run_1/clk_routes.png
Bar = 50 um.
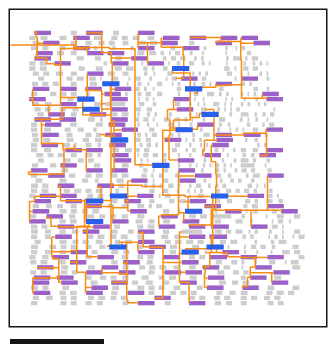
run_1/detail.png
Window x 64 to 104, y 64 to 104 um. Cells in grey, sequential cells in the stronger grey; small squares are vias.
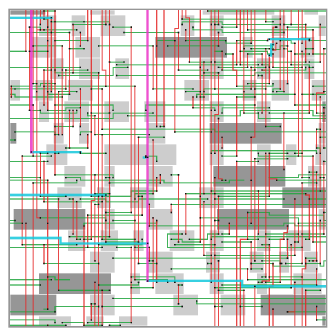
run_1/metal_density.png
Bar = 50 um. The die is cut into 34 by 34 equal tiles; white is low, dark blue is high, scaled to the fullest tile. Values are wire area over tile area, all layers added.
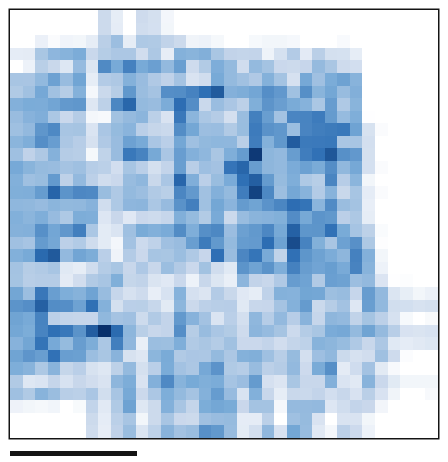
==> config.mk <==
export PLATFORM = sky130hd
export DESIGN_NAME = ising_run_ctrl
export DESIGN_NICKNAME = d
export VERILOG_FILES = /design/src/rtl/ising_pkg.sv /design/src/rtl/weight_regfile.sv /design/src/rtl/ising_run_ctrl.sv
export SDC_FILE = /design/constraint.sdc
export NUM_CORES = 1
export LEC_CHECK = 0
export ABC_CLOCK_PERIOD_IN_PS = 6170
export CAP_MARGIN = 20
export CELL_PAD_IN_SITES_DETAIL_PLACEMENT = 2
export CELL_PAD_IN_SITES_GLOBAL_PLACEMENT = 2
export CORE_MARGIN = 10
export CORE_UTILIZATION = 33
export DETAILED_ROUTE_END_ITERATION = 10
export PLACE_DENSITY_LB_ADDON = 0.1
export SLEW_MARGIN = 20
export SYNTH_ARGS = -nofsm -noshare
export SYNTH_HDL_FRONTEND = slang
export SYNTH_SLANG_ARGS = --single-unit
==> constraint.sdc <==
create_clock -name clk -period 6.17 [get_ports clk]
set_input_delay 1.851 -clock clk [delete_from_list [all_inputs] [get_ports clk]]
set_output_delay 1.851 -clock clk [all_outputs]
set_load 0.05 [all_outputs]
==> results.toml, run 1 <==
# generated from flow reports
[layout]
comb_share = 0.328
comb_area_um2 = 3330
nMultiInputCombCells = 445
area_delta_synth_final_pct = 39.1
largest_class = "flip-flops and latches"
register_area_um2 = 3780
final-clk-cell-share = 0.0605
n_all_inverters = 13
layout-drive-gt1-share = 0.195
final_cell_mix = "clkdlybuf4s50_1, dfrtp_1, mux2_2"
seq_share = 0.373
instances_no_fill = 1123
fillers = 2167
layout.nets = 947
nClkBuffers = 20

[power_and_ir_drop]
swShare = 0.489
p_leak_uw = 0.00413
seqPwrFrac = 0.280
power_uw = 6780
p_sw_uw = 3320
irDropWorstVdd_v = 0.000285
cellPowerDensity_nw_per_um2 = 670

[logic_synthesis]
ys_cells = 635
ys_types = 64
adder_share = 0.0103
synthTopCellsByArea = "dfrtp_1, mux2_2, nor2_1"
ys_area_um2 = 7280
synthTopCellsByCount = "dfrtp_1, mux2_2, nor2_1, o21ai_1, a21oi_1"
ys_seq_share = 0.519
synthAoiAreaFrac = 0.103
ff_type = "dfrtp_1"
yosysWarnings = 0
async_flop_share = 1.00
xor_share = 0.0361
yosysTopAreaCellShare = 0.509
fp_nets = 753
syn_avg_cell_area_um2 = 11.5

[cts]
cts.repair.resized = 0
cts_buffers = 17
cts_hold_buf = 0
cts_setup_buffers = 0
path_clk_slew_ps = 70
htree_levels = 4
clkLatencyLatePin_ps = 430
cts-root-buf = "clkbuf_16"
cts_sinks = 151

[critical_path]
path_cells = "inv_1 -> ha_1 -> clkdlybuf4s50_1"
rr_worst_depth = 9
slowest_stage = "clkdlybuf4s50_1"
path_max_fanout = 5
crit_cells = 3
path_delay_family = "buffers and inverters"

[placement]
dpl.cell_count = 1090
hpwlAfterDp_um = 20100
gp_congestion = 0.862

[timing]
final-setup-viol-count = 0
post-route-min-period_ps = 4130
finalClockPeriodUsage = 0.669
worst_slack_ps = 2040

[flow_run]
cap_violations = 0
warning_count = 29

[global_route]
grt_max_degree = 68
grt.met3_usage = 0.0718
grt_use_met2 = 0.335
grt_pass1_wl_um = 42300
grt_pass1_vias = 6959

[detailed_routing]
route.met2.wl_um = 13900
ant_nets = 0
routed.top_layer = "met5"
drt_iter0_markers = 212
vias_per_cell = 5.31

[die]
die_w_um = 169
fp-row-count = 54

[run_status]
status = "completed"
-- clk_routes.png (at the start) --
- purple: flip-flops (count 151)
- orange: clock wires (length 2170 um)
- blue: clock drivers (count 17)
- flops lie: widely spread
- routed clock nets: 18
Clock Skew: 11.3 ps
total clock network power: 1100 uW
clock power share: 0.162

-- detail.png (at the start) --
- green: metal 1
- red: metal 2
- magenta: metal 4
- cyan: metal 3
- sequential cells in the window: 9
- most frequent: nor2_1 (10)
- cells with their middle in the window: 80

-- metal_density.png (at the start) --
- fullest tile: 0.49
- tiles over half the peak: 19%
- emptiest ninth of the die: north-east
GRT Overall Usage: 0.189
drt total wl: 26900 um
via count: 5966
WL per Instance: 23.9 um

run_1/layer_met3.png
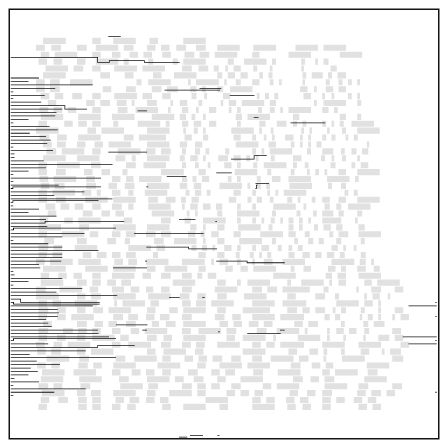

==> run 2: changes to the inputs <==
- ABC_CLOCK_PERIOD_IN_PS: 6170 -> 4200
- CORE_UTILIZATION: 33 -> 31
- clock period: 6.17 -> 4.2 ns (I/O delays scaled with it)
run_2/layer_met3.png
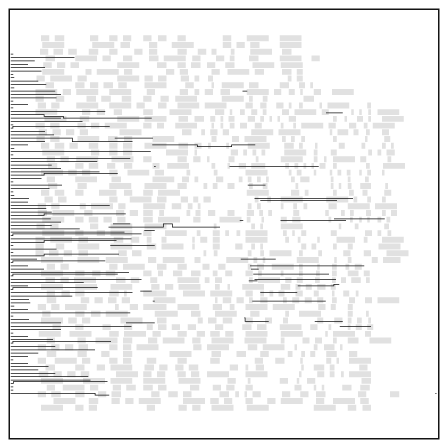
- share of all routed wire: 9.9%
- wire length on this layer: 2620 um
- main direction: horizontal
- nets with wire on the layer: 120
via count: 5937
drt total wl: 26500 um
met3 GRT Util: 0.0823

==> run 2 against run 1 <==
Net effect: power grew 46%; clock power is 35% higher; flip-flop count is the same; highest routed layer unchanged; critical path depth unchanged; sequential power up 45%; utilization down 2.5 points; critical path type unchanged.
==> results.toml, run 2 <==
# generated from flow reports
[cts]
cts_setup_buffers = 0
clkLatencyLatePin_ps = 430
cts-root-buf = "clkbuf_16"
cts.repair.resized = 0
htree_levels = 4
cts_hold_buf = 0
cts_buffers = 17
cts_sinks = 151

[layout]
largest_class = "flip-flops and latches"
instances_no_fill = 1175
n_all_inverters = 13
final_cell_mix = "clkdlybuf4s50_1, dfrtp_1, mux2_2"
comb_share = 0.325
nClkBuffers = 18
area_delta_synth_final_pct = 40.6
nMultiInputCombCells = 445
layout.nets = 958
layout-drive-gt1-share = 0.206
final-clk-cell-share = 0.0550
fillers = 2406

[detailed_routing]
vias_per_cell = 5.05
drt_iter0_markers = 223
wl_per_cell_um = 22.5
routed.top_layer = "met5"
route.met2.wl_um = 13100
ant_nets = 0

[power_and_ir_drop]
cellPowerDensity_nw_per_um2 = 964
power_uw = 9870
p_sw_uw = 4880
p_clk_uw = 1480
p_leak_uw = 0.00416
irDropWorstVdd_v = 0.000378
swShare = 0.494
seqPwrFrac = 0.279
clock_power_share = 0.150

[global_route]
grt_pass1_wl_um = 42000
grt_pass1_vias = 6933
grt_use_met2 = 0.297
grt_max_degree = 73
grt_use_total = 0.177

[logic_synthesis]
yosysTopAreaCellShare = 0.509
async_flop_share = 1.00
ys_seq_share = 0.519
yosysWarnings = 0
ys_area_um2 = 7280
synthTopCellsByCount = "dfrtp_1, mux2_2, nor2_1, o21ai_1, a21oi_1"
ff_type = "dfrtp_1"
syn_avg_cell_area_um2 = 11.5
ys_cells = 635
synthTopCellsByArea = "dfrtp_1, mux2_2, nor2_1"
synthAoiAreaFrac = 0.103
xor_share = 0.0361

[flow_run]
cap_violations = 0
warning_count = 29

[die]
die_w_um = 173

[critical_path]
path_max_fanout = 5
rr_worst_depth = 9
path_delay_family = "buffers and inverters"
path_cells = "inv_1 -> ha_1 -> clkdlybuf4s50_1"
slowest_stage = "clkdlybuf4s50_1"

[timing]
finalClockPeriodUsage = 0.837
worst_slack_ps = 684
post-route-min-period_ps = 3520
fin_skew_ps = 10.6

[placement]
dpl.cell_count = 1140
hpwlAfterDp_um = 20400

[run_status]
status = "completed"
Power is estimated from default activity; no workload was simulated.
